--- src/rtl/tone_sequencer.sv ---
// Step sequencer driving the tone modulator's 8-bit enable mask from a {mask, duration} table.
// Optional build macro TONE_SEQUENCER_REST_GAP_EN inserts a one-tick silent GAP between entries.
module tone_sequencer #(
    parameter int DEPTH    = 8,
    parameter int TICK_DIV = 50000,
    parameter int DUR_W    = 8,
    localparam int AW = $clog2(DEPTH),
    localparam int CW = $clog2(TICK_DIV)
) (
    input  logic             clk,
    input  logic             rst,
    input  logic             wr_en,
    input  logic [AW-1:0]    wr_addr,
    input  logic [7:0]       wr_mask,
    input  logic [DUR_W-1:0] wr_dur,
    input  logic [AW:0]      seq_len,
    input  logic             loop_en,
    input  logic             start,
    input  logic             stop,
    output logic [7:0]       note_out,
    output logic             busy,
    output logic [AW-1:0]    step,
    output logic             done
);

`ifdef TONE_SEQUENCER_REST_GAP_EN
    typedef enum logic [1:0] {IDLE, PLAY, GAP} state_t;
`else
    typedef enum logic [1:0] {IDLE, PLAY} state_t;
`endif

    localparam logic [AW:0] DEPTH_L = (AW+1)'(DEPTH);

    logic [7:0]       mem_mask [DEPTH];
    logic [DUR_W-1:0] mem_dur  [DEPTH];

    state_t           state;
    logic [CW-1:0]    tick_cnt;
    logic [DUR_W-1:0] rem;
    logic [AW:0]      eff_len;
    logic             tick;
    logic             last_step;
    logic [AW-1:0]    next_idx;
`ifdef TONE_SEQUENCER_REST_GAP_EN
    logic [AW-1:0]    gap_next;
`endif

    function automatic logic [DUR_W-1:0] dur_fix(input logic [DUR_W-1:0] d);
        return (d == '0) ? DUR_W'(1) : d;
    endfunction

    assign eff_len = (seq_len > DEPTH_L) ? DEPTH_L : seq_len;
    assign tick    = (tick_cnt == CW'(TICK_DIV - 1));
    // ">=" rather than "==" so a seq_len shrunk below the current step still ends playback
    assign last_step = ((AW+1)'(step) + (AW+1)'(1)) >= eff_len;
    assign next_idx  = last_step ? '0 : step + AW'(1);

    always_ff @(posedge clk or posedge rst) begin
        if (rst) begin
            for (int i = 0; i < DEPTH; i++) begin
                mem_mask[i] <= '0;
                mem_dur[i]  <= '0;
            end
        end else if (wr_en) begin
            mem_mask[wr_addr] <= wr_mask;
            mem_dur[wr_addr]  <= wr_dur;
        end
    end

    always_ff @(posedge clk or posedge rst) begin
        if (rst) begin
            state    <= IDLE;
            note_out <= '0;
            busy     <= 1'b0;
            step     <= '0;
            done     <= 1'b0;
            tick_cnt <= '0;
            rem      <= '0;
`ifdef TONE_SEQUENCER_REST_GAP_EN
            gap_next <= '0;
`endif
        end else begin
            done <= 1'b0;
            if (state == IDLE) begin
                tick_cnt <= '0;
                if (start && !stop && eff_len != '0) begin
                    state    <= PLAY;
                    busy     <= 1'b1;
                    step     <= '0;
                    note_out <= mem_mask[0];
                    rem      <= dur_fix(mem_dur[0]);
                end
            end else begin
                tick_cnt <= tick ? '0 : tick_cnt + CW'(1);
                if (stop) begin
                    state    <= IDLE;
                    note_out <= '0;
                    busy     <= 1'b0;
                    step     <= '0;
                    tick_cnt <= '0;
                end else if (tick) begin
                    if (state == PLAY && rem > DUR_W'(1)) begin
                        rem <= rem - DUR_W'(1);
                    end else if (state == PLAY && last_step && !loop_en) begin
                        state    <= IDLE;
                        note_out <= '0;
                        busy     <= 1'b0;
                        step     <= '0;
                        done     <= 1'b1;
                        tick_cnt <= '0;
`ifdef TONE_SEQUENCER_REST_GAP_EN
                    end else if (state == PLAY) begin
                        // next index is decided now, so loop_en/seq_len are sampled at entry end
                        state    <= GAP;
                        note_out <= '0;
                        gap_next <= next_idx;
                    end else begin
                        state    <= PLAY;
                        step     <= gap_next;
                        note_out <= mem_mask[gap_next];
                        rem      <= dur_fix(mem_dur[gap_next]);
                    end
`else
                    end else begin
                        step     <= next_idx;
                        note_out <= mem_mask[next_idx];
                        rem      <= dur_fix(mem_dur[next_idx]);
                    end
`endif
                end
            end
        end
    end

endmodule

--- config.mk ---
export PLATFORM = sky130hd
export DESIGN_NAME = tone_sequencer
export DESIGN_NICKNAME = d
export VERILOG_FILES = /design/src/rtl/tone_sequencer.sv
export SDC_FILE = /design/constraint.sdc
export NUM_CORES = 1
export LEC_CHECK = 0
export ABC_CLOCK_PERIOD_IN_PS = 14400
export CORE_MARGIN = 2
export CORE_UTILIZATION = 40
export CTS_CLUSTER_SIZE = 12
export DETAILED_ROUTE_END_ITERATION = 8
export PLACE_DENSITY = 0.66
export RECOVER_POWER = 50
export SYNTH_ARGS = -nofsm -noshare
export SYNTH_HDL_FRONTEND = slang
export SYNTH_SLANG_ARGS = --single-unit
--- constraint.sdc ---
create_clock -name clk -period 14.4 [get_ports clk]
set_clock_uncertainty 0.05 [all_clocks]
set_input_delay 2.16 -clock clk [delete_from_list [all_inputs] [get_ports clk]]
set_output_delay 2.16 -clock clk [all_outputs]
set_load 0.05 [all_outputs]
### Placement by cell class, run 1

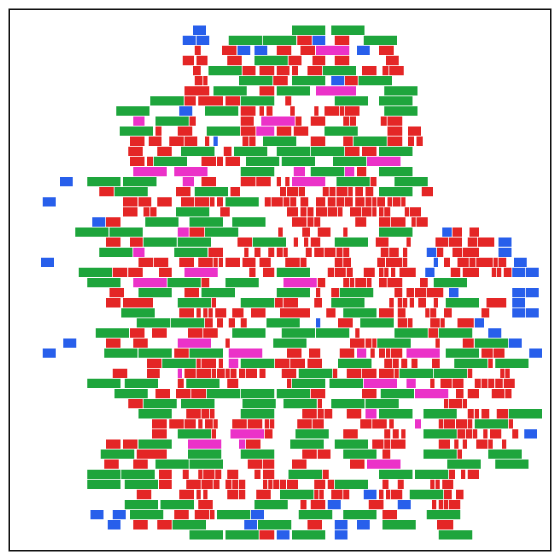
Blue stands for remaining buffers and delay cells, cells 49. Green stands for registers, cells 165. Red stands for remaining logic cells, cells 491. Magenta stands for clock drivers and dummy loads, cells 32.
Final Cell Area: 9240 um^2
FP Rows: 51
Core Area: 19,600 um^2

### Drive-strength map, run 1

Scale bar: 50 um.
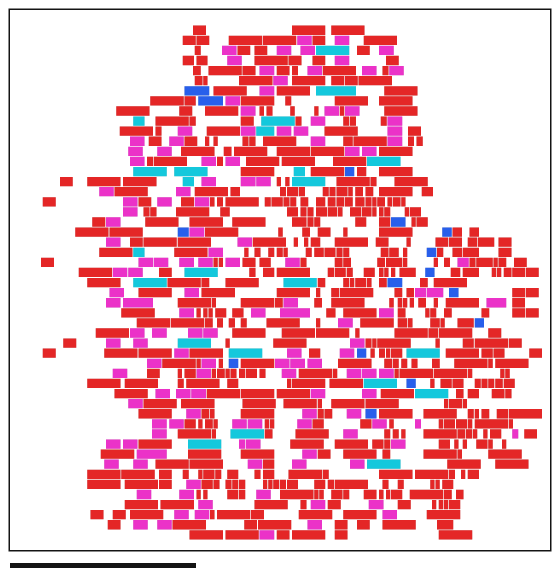
Cyan stands for x6 and larger, cells 23, most used clkbuf_16. Magenta stands for x2, cells 138, most used mux2_2. Blue stands for x3 and x4, cells 15, most used buf_4. Red stands for x1 and smaller, cells 561, most used dfrtp_1.

==> flow_summary.json, run 1 <==
{
  "ys_area_um2": 8010,
  "grt_first_pass_wirelength_mm": 31.4,
  "wl_per_cell_um": 19.2,
  "gp_congestion": 0.880,
  "area_growth_pct": 15.3,
  "cp_max_fo": 100,
  "crit_family": "buffers and inverters",
  "antenna_left": 0,
  "numClockSinks": 165,
  "syn_avg_cell_area_um2": 11.5,
  "hold_violations": 0,
  "reg.largest.list": "mem_dur: 64 flops, mem_mask: 64 flops, tick_cnt: 16 flops",
  "lay_top_cells": "165 x dfrtp_1, 128 x mux2_2, 57 x nand2_1, 41 x nor2_1, 29 x o21ai_0",
  "synthArstFlopShare_pct": 100,
  "gr-usage-met1_pct": 25.4,
  "clkLatencyLatePin_ns": 0.43,
  "met2_usage_pct": 30.3,
  "max_freq_ghz": 0.124,
  "fa_ha_area_share_pct": 1.25,
  "dieHeight_um": 146,
  "dr.max_layer_used": "met4",
  "fin_crit_ns": 8.04,
  "outcome": "complete, but fails checks",
  "drv_cap": 4,
  "synth-xor-area-share_pct": 2.30,
  "ir_drop_v": 0.0000890,
  "fillers": 1735,
  "dpl.cell_count": 970,
  "dieArea_um2": 21200,
  "seq_cell_count": 165,
  "finalSetupViolations": 0,
  "crit_type": "in -> async",
  "cts_htree_levels": 4,
  "clock_buffers": 19,
  "synth.distinct_cells": 53,
  "comb_share_pct": 40.3,
  "crit_required_ns": 14.11,
  "r2r_cells": 10,
  "top_cells_by_count": "165 x dfrtp_1, 129 x mux2_2, 57 x nand2_1, 41 x nor2_1, 32 x clkbuf_1",
  "layout_setup_ws_ns": 6.36,
  "tap_cells": 265,
  "dr_wl_met3_mm": 1.02,
  "p_comb_uw": 581,
  "grt_pass1_vias": 5767,
  "hold_end": "tick_cnt[0]$_DFF_PP0_",
  "initial_core_util_pct": 40.9,
  "hp-class": "reg -> reg",
  "synth.cell_area_um2": 8010,
  "firstDrtPassIters": 5,
  "cts_tree": "built",
  "worst_slew_pin_slew_ns": 4.30,
  "clock-root-buffer": "clkbuf_16",
  "grt_overflow": 0,
  "slew_headroom_pct": -188,
  "final_cells": 1002,
  "seq_area_um2": 4130,
  "p_leak_nw": 3.88,
  "ctsResizeCount": 0,
  "via_per_inst": 5.71,
  "route.detailed.drc": 0,
  "comb_area_um2": 3720,
  "pre_cts_ws_ns": 8.64,
  "die_w_um": 146,
  "top_area_share_pct": 51.5,
  "finalPower_mw": 1.67,
  "yosysWarnings": 0,
  "drive_gt1_share_pct": 23.9,
  "fin_setup_tns_ns": 0,
  "antenna_cells": 0,
  "n_all_inverters": 9,
  "flop_cell": "dfrtp_1",
  "end_kind": "async pin",
  "wl_mm": 19.3,
  "r2r_slack_ns": 9.92,
  "area_leaders": "dfrtp_1 52%, mux2_2 18%, nand2_1 2.7%",
  "min_path_cells": 1,
  "setup.worst_path.end": "mem_dur[11]$_DFFE_PP0P_",
  "p_per_area_nw_per_um2": 181,
  "warnings": 29,
  "enable_flop_cells": 0,
  "numCtsBuffers": 17,
  "dr_wl_met2_mm": 9.09,
  "largestClassByArea": "flip-flops and latches",
  "r2r_start": "step[1]$_DFFE_PP0P_",
  "cp-start-kind": "input port",
  "min_from": "tick_cnt[0]$_DFF_PP0_",
  "port_buffers": 41,
  "switchingPower_uw": 617,
  "p_int_mw": 1.05,
  "synth_flops": 165,
  "violations": "capacitance limit, slew limit",
  "placed_cell_area_um2": 8710,
  "ys_cells": 696,
  "cp_slowest_cell": "clkbuf_1",
  "io_pins": 42,
  "mux_share_pct": 21.2,
  "crit_chain": "dlygate4sd3_1 -> clkinvlp_2 -> clkbuf_1",
  "vias": 5718,
  "clk_share_pct": 6.12,
  "hpwl_mm": 12.4,
  "syn_nets": 733,
  "nNetsFinal": 761,
  "use_met3_pct": 4.45,
  "top_logic_kind": "multiplexers",
  "rsz0062_at_grt": "no",
  "lay_top_count": "dfrtp_1",
  "initialDrtViolationCount": 444,
  "crit_arrival_ns": 7.75,
  "buffer_area_share_pct": 4.97,
  "top_cell": "dfrtp_1",
  "slowest_delay_ns": 2.56,
  "drv_slew": 203,
  "startpoint": "rst",
  "p_clk_share_pct": 26.2,
  "grtUsageTotal_pct": 18.8
}
### Where the registers sit, run 1

Scale bar: 50 um. Other sequential cells in the stronger gray, the rest of the logic in the fainter gray.
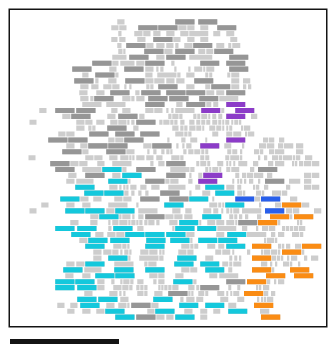
Blue stands for step, sequential cells 3. Orange stands for tick_cnt, sequential cells 16, where lower right. Cyan stands for mem_mask, sequential cells 64. Purple stands for rem, sequential cells 8.
Another 74 sequential cells are not colored.
Final Util: 47.2%
flop share of the area: 44.7%
P_seq: 651 uW

### Clock distribution, run 1

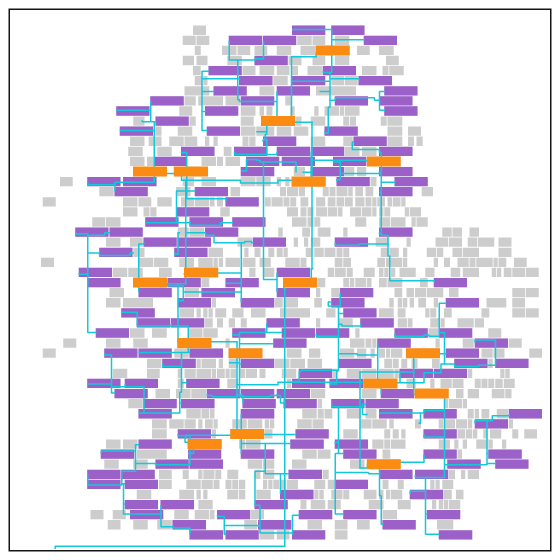

==> inputs of run 2 (changes only) <==
--- a/config.mk
+++ b/config.mk
@@ -5,12 +5,12 @@
 export SDC_FILE = /design/constraint.sdc
 export NUM_CORES = 1
 export LEC_CHECK = 0
-export ABC_CLOCK_PERIOD_IN_PS = 14400
+export ABC_CLOCK_PERIOD_IN_PS = 6850
 export CORE_MARGIN = 2
 export CORE_UTILIZATION = 40
 export CTS_CLUSTER_SIZE = 12
 export DETAILED_ROUTE_END_ITERATION = 8
-export PLACE_DENSITY = 0.66
+export PLACE_DENSITY = 0.68
 export RECOVER_POWER = 50
 export SYNTH_ARGS = -nofsm -noshare
 export SYNTH_HDL_FRONTEND = slang
==> constraint.sdc (replaced) <==
create_clock -name clk -period 6.85 [get_ports clk]
set_clock_uncertainty 0.05 [all_clocks]
set_input_delay 1.0275 -clock clk [delete_from_list [all_inputs] [get_ports clk]]
set_output_delay 1.0275 -clock clk [all_outputs]
set_load 0.05 [all_outputs]
### Clock distribution, run 2

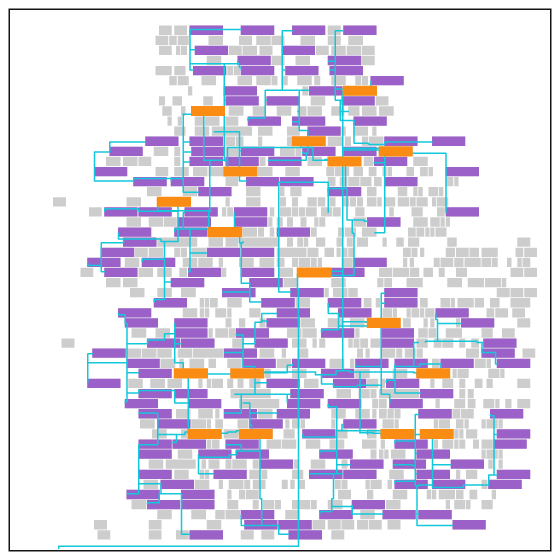
Purple stands for flip-flops, count 165. Orange stands for clock-net drivers, count 17. Cyan stands for clock wires, length 1,950 um.
There are 18 routed clock nets.

### Where the registers sit, run 2

Scale bar: 50 um. Other sequential cells in the stronger gray, the rest of the logic in the fainter gray.
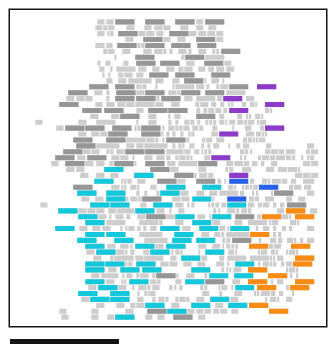
Orange stands for tick_cnt, sequential cells 16, where lower right. Purple stands for rem, sequential cells 8. Cyan stands for mem_mask, sequential cells 64. Blue stands for step, sequential cells 3.
FF+latch area: 4130 um^2
flop share of the area: 44.0%

==> run 2 against run 1 <==
- the flow still finishes with violations (capacitance limit, slew limit)
- combinational power grew 110%
- synthesized area is the same
- routed wire length shrank 1.9%
- critical path depth is the same
- cell count grew 0.80%
- synthesized cell count is the same
- via count shrank 0.89%
- critical path type unchanged
- largest power group unchanged
==> flow_summary.json, run 2 <==
{
  "enable_flop_cells": 0,
  "fin_crit_ns": 4.63,
  "synth-xor-area-share_pct": 2.30,
  "slowest_delay_ns": 2.40,
  "synth.distinct_cells": 53,
  "layout_setup_ws_ns": 2.22,
  "antenna_left": 0,
  "fin_area_um2": 9390,
  "cp_slowest_cell": "clkinvlp_2",
  "cp-start-kind": "input port",
  "p_per_area_nw_per_um2": 392,
  "buffer_area_share_pct": 5.49,
  "hold_violations": 0,
  "reg.largest.list": "mem_dur: 64 flops, mem_mask: 64 flops, tick_cnt: 16 flops",
  "dieHeight_um": 146,
  "drv_slew": 99,
  "comb_area_um2": 3710,
  "r2r_cells": 9,
  "yosysWarnings": 0,
  "violations": "capacitance limit, slew limit",
  "dpl.cell_count": 978,
  "largestClassByArea": "flip-flops and latches",
  "hpwl_mm": 12.0,
  "final_cells": 1010,
  "hold_end": "tick_cnt[0]$_DFF_PP0_",
  "die_w_um": 146,
  "numClockSinks": 165,
  "drive_gt1_share_pct": 24.7,
  "use_met3_pct": 3.79,
  "firstDrtPassIters": 4,
  "initial_core_util_pct": 40.9,
  "crit_required_ns": 7.25,
  "slew_headroom_pct": -188,
  "syn_nets": 733,
  "pre_cts_ws_ns": 2.25,
  "n_all_inverters": 9,
  "hp-class": "reg -> reg",
  "dieArea_um2": 21200,
  "crit_type": "in -> async",
  "numCtsBuffers": 17,
  "lay_top_cells": "165 x dfrtp_1, 129 x mux2_2, 57 x nand2_1, 41 x nor2_1, 38 x clkdlybuf4s50_1",
  "finalSetupViolations": 0,
  "dr_wl_met2_mm": 8.58,
  "gp_congestion": 0.868,
  "port_buffers": 41,
  "route.detailed.drc": 0,
  "drv_cap": 1,
  "p_comb_mw": 1.22,
  "worst_slew_pin_slew_ns": 4.30,
  "gr-usage-met1_pct": 26.0,
  "top_cell": "dfrtp_1",
  "grtUsageTotal_pct": 18.3,
  "seq_cell_count": 165,
  "max_freq_ghz": 0.216,
  "placed_cell_area_um2": 8750,
  "dr.max_layer_used": "met4",
  "syn_avg_cell_area_um2": 11.5,
  "ir_drop_v": 0.000171,
  "met2_usage_pct": 28.2,
  "final_util_pct": 48.0,
  "ys_area_um2": 8010,
  "area_growth_pct": 17.2,
  "crit_arrival_ns": 5.03,
  "clock_buffers": 18,
  "outcome": "complete, but fails checks",
  "finalPower_mw": 3.68,
  "dr_wl_met3_um": 780,
  "fa_ha_area_share_pct": 1.25,
  "crit_chain": "dlygate4sd3_1 -> clkinvlp_2 -> buf_4",
  "grt_first_pass_wirelength_mm": 30.9,
  "cts_htree_levels": 4,
  "min_path_cells": 1,
  "cp_max_fo": 98,
  "wl_mm": 18.9,
  "coreArea_um2": 19600,
  "crit_family": "buffers and inverters",
  "seq_power_mw": 1.37,
  "grt_overflow": 0,
  "initialDrtViolationCount": 339,
  "grt_pass1_vias": 5656,
  "r2r_slack_ns": 2.56,
  "rows": 51
}
### Clock routing, run 2

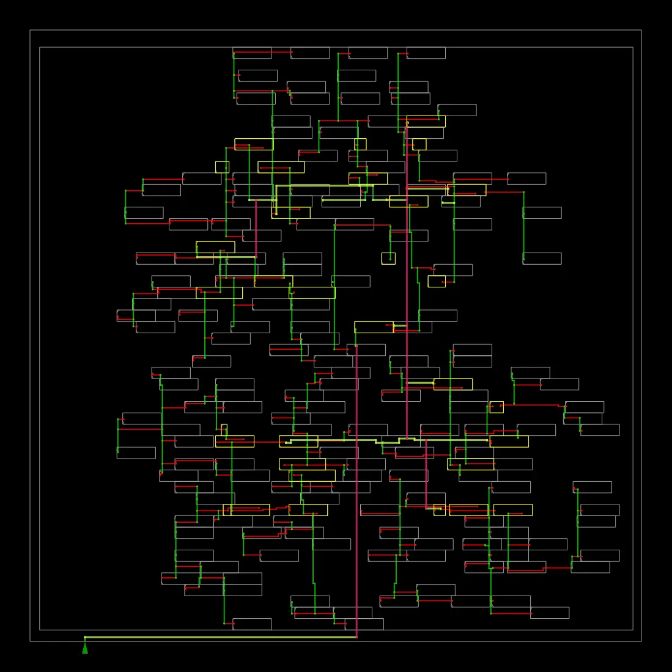

==> inputs of run 3 (changes only) <==
--- a/config.mk
+++ b/config.mk
@@ -5,7 +5,7 @@
 export SDC_FILE = /design/constraint.sdc
 export NUM_CORES = 1
 export LEC_CHECK = 0
-export ABC_CLOCK_PERIOD_IN_PS = 6850
+export ABC_CLOCK_PERIOD_IN_PS = 3730
 export CORE_MARGIN = 2
 export CORE_UTILIZATION = 40
 export CTS_CLUSTER_SIZE = 12
==> constraint.sdc (replaced) <==
create_clock -name clk -period 3.73 [get_ports clk]
set_clock_uncertainty 0.05 [all_clocks]
set_input_delay 0.5595 -clock clk [delete_from_list [all_inputs] [get_ports clk]]
set_output_delay 0.5595 -clock clk [all_outputs]
set_load 0.05 [all_outputs]
### Clock routing, run 3

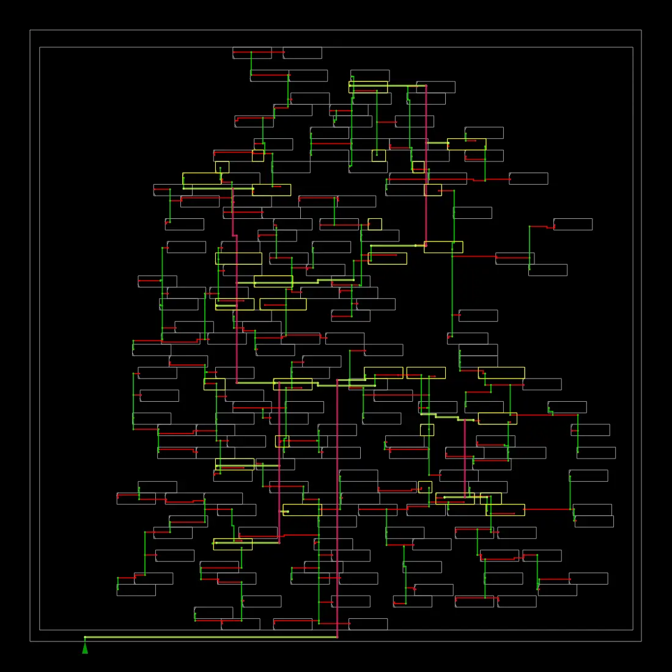
Clk. pwr: 1.84 mW
CTS Buf Count: 17
clock buffer count: 19
Late-Pin Clk Latency: 0.43 ns
clk sinks: 165

### Drive-strength map, run 3

Scale bar: 50 um.
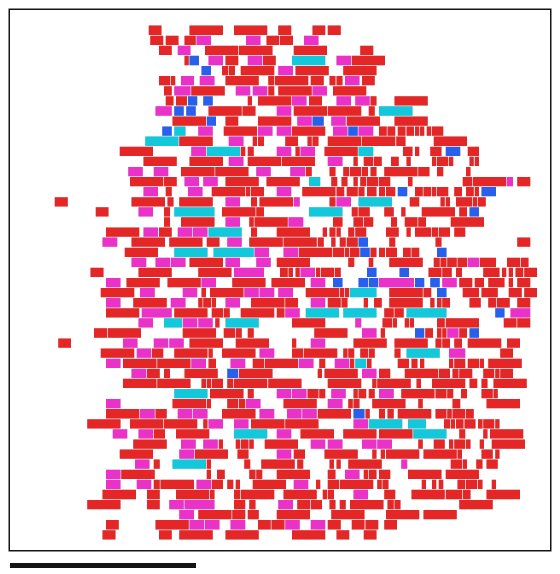
Blue stands for x3 and x4, cells 30, most used buf_4. Magenta stands for x2, cells 146, most used mux2_2. Red stands for x1 and smaller, cells 554, most used dfrtp_1. Cyan stands for x6 and larger, cells 27, most used clkbuf_16.

==> run 3 against run 2 <==
- the flow still finishes with violations (capacitance limit, slew limit)
- via count shrank 0.74%
- worst hold slack gained 0.011 ns
- critical path depth grew 6
- die area is the same
- clock power grew 69%
- largest power group unchanged
==> flow_summary.json, run 3 <==
{
  "drive_gt1_share_pct": 26.8,
  "cts_hold_buf": 0,
  "crit_chain": "ha_1 -> ha_1 -> o211ai_1 -> o21ai_1 -> o21ai_0 -> a32oi_1 -> or4_1 -> or4b_1 -> a41oi_1",
  "dieHeight_um": 146,
  "fillers": 1771,
  "seq_area_um2": 4130,
  "use_met3_pct": 3.39,
  "syn_nets": 733,
  "seq_cell_count": 165,
  "top_area_share_pct": 51.5,
  "enable_flop_cells": 0,
  "firstDrtPassIters": 7,
  "sh_seq_area_pct": 43.6,
  "cpMostUsedCell": "ha_1",
  "r2r_end": "rem[0]$_DFFE_PP0P_",
  "vias": 5625,
  "max_freq_ghz": 0.306,
  "power_frac_comb_pct": 35.2,
  "layout_setup_ws_ns": 0.457,
  "dpl.cell_count": 991,
  "cts_buffer_depth": 2,
  "worst_slew_pin_slew_ns": 1.83,
  "ir_drop_v": 0.000372,
  "grt_max_degree": 46,
  "port_buffers": 41,
  "grtUsageTotal_pct": 18.5,
  "ys_seq_share_pct": 51.5,
  "p_comb_mw": 2.34,
  "reg.largest.list": "mem_dur: 64 flops, mem_mask: 64 flops, tick_cnt: 16 flops",
  "die_w_um": 146,
  "warnings": 27,
  "drv_slew": 41,
  "grt_antenna_before_repair": 0,
  "wl_mm": 18.8,
  "finalPower_mw": 6.64,
  "antenna_cells": 0,
  "yosysWarnings": 0,
  "setup.worst_path.end": "rem[0]$_DFFE_PP0P_",
  "ctsResizeCount": 0,
  "route.detailed.drc": 0,
  "cp_slowest_cell": "or4_1",
  "pre_cts_ws_ns": 0.0558,
  "end_kind": "register",
  "min_path_cells": 1,
  "grt_overflow": 0,
  "tap_cells": 265,
  "gp_congestion": 0.842,
  "synth.distinct_cells": 53,
  "ys_sh_aoi_pct": 9.65,
  "fa_ha_area_share_pct": 1.25,
  "antenna_left": 0,
  "ys_cells": 696,
  "hpwl_mm": 12.5,
  "placed_cell_area_um2": 8900,
  "final_util_pct": 48.3,
  "gr-usage-met1_pct": 26.0,
  "hold_end": "tick_cnt[0]$_DFF_PP0_",
  "syn_avg_cell_area_um2": 11.5,
  "violations": "capacitance limit, slew limit",
  "p_leak_nw": 3.99,
  "flop_cell": "dfrtp_1",
  "clk_share_pct": 6.57,
  "clock-root-buffer": "clkbuf_16",
  "finalSetupViolations": 0,
  "mux_share_pct": 21.2,
  "wl_met1_mm": 9.02,
  "fin_area_um2": 9470,
  "comb_area_um2": 3720,
  "fin_setup_tns_ns": 0,
  "slew_headroom_pct": -22.8,
  "cts_htree_levels": 4,
  "buffer_area_share_pct": 6.61,
  "final_cells": 1022,
  "crit_required_ns": 4.03,
  "hold_violations": 0,
  "grt_pass1_vias": 5640,
  "synth.cell_area_um2": 8010,
  "switching_share_pct": 35.5,
  "drv_cap": 1,
  "top_area_cell": "dfrtp_1",
  "outcome": "complete, but fails checks",
  "top_power_group": "registers",
  "hold_ws_ns": 0.410,
  "top_cells_by_count": "165 x dfrtp_1, 129 x mux2_2, 57 x nand2_1, 41 x nor2_1, 32 x clkbuf_1",
  "top_logic_kind": "multiplexers",
  "critical_path_buf_inv_count": 0,
  "syn_inst": 696,
  "r2r_slack_ns": 0.46,
  "switchingPower_mw": 2.36,
  "ys_area_um2": 8010,
  "cp-start-kind": "register",
  "wl_per_cell_um": 18.4,
  "path_depth": 9,
  "crit_family": "simple AND/OR/NAND/NOR gates",
  "top_cell": "dfrtp_1",
  "p_int_mw": 4.28,
  "seqPwrFrac_pct": 37.2,
  "grt.busiest_layer": "met2",
  "coreArea_um2": 19600,
  "area_growth_pct": 18.1,
  "synth_flops": 165,
  "initialDrtViolationCount": 388,
  "dieArea_um2": 21200,
  "hp-class": "reg -> reg",
  "n_all_inverters": 9,
  "seq_power_mw": 2.47,
  "dr_wl_met2_mm": 8.58,
  "met2_usage_pct": 28.8,
  "p_clk_share_pct": 27.6,
  "startpoint": "step[0]$_DFFE_PP0P_",
  "largestClassByArea": "flip-flops and latches",
  "cts_tree": "built",
  "r2r_start": "step[0]$_DFFE_PP0P_",
  "signal_buffers": 70,
  "lay_top_cells": "164 x dfrtp_1, 129 x mux2_2, 57 x nand2_1, 41 x nor2_1, 39 x clkdlybuf4s50_1",
  "fin_crit_ns": 3.27,
  "grt_first_pass_wirelength_mm": 30.9,
  "synthArstFlopShare_pct": 100,
  "area_leaders": "dfrtp_1 52%, mux2_2 18%, nand2_1 2.7%",
  "path_clk_slew_ns": 0.07,
  "cp_max_fo": 7,
  "min_from": "tick_cnt[0]$_DFF_PP0_",
  "slowest_delay_ns": 0.52,
  "dr.max_layer_used": "met4",
  "finalCritPeriodShare_pct": 87.7,
  "yosys.area_share.simple_pct": 11.7,
  "lay_top_count": "dfrtp_1",
  "comb_cells": 482,
  "r2r_cells": 9,
  "nNetsFinal": 782,
  "synth-xor-area-share_pct": 2.30,
  "via_per_inst": 5.50,
  "postCtsSetupBuffers": 0,
  "initial_core_util_pct": 40.9,
  "p_per_area_nw_per_um2": 702,
  "crit_arrival_ns": 3.57,
  "dr_wl_met3_um": 886,
  "comb_share_pct": 39.3,
  "rows": 51,
  "crit_type": "reg -> reg"
}
No activity file was given, so power comes from the tool's default toggle rates.
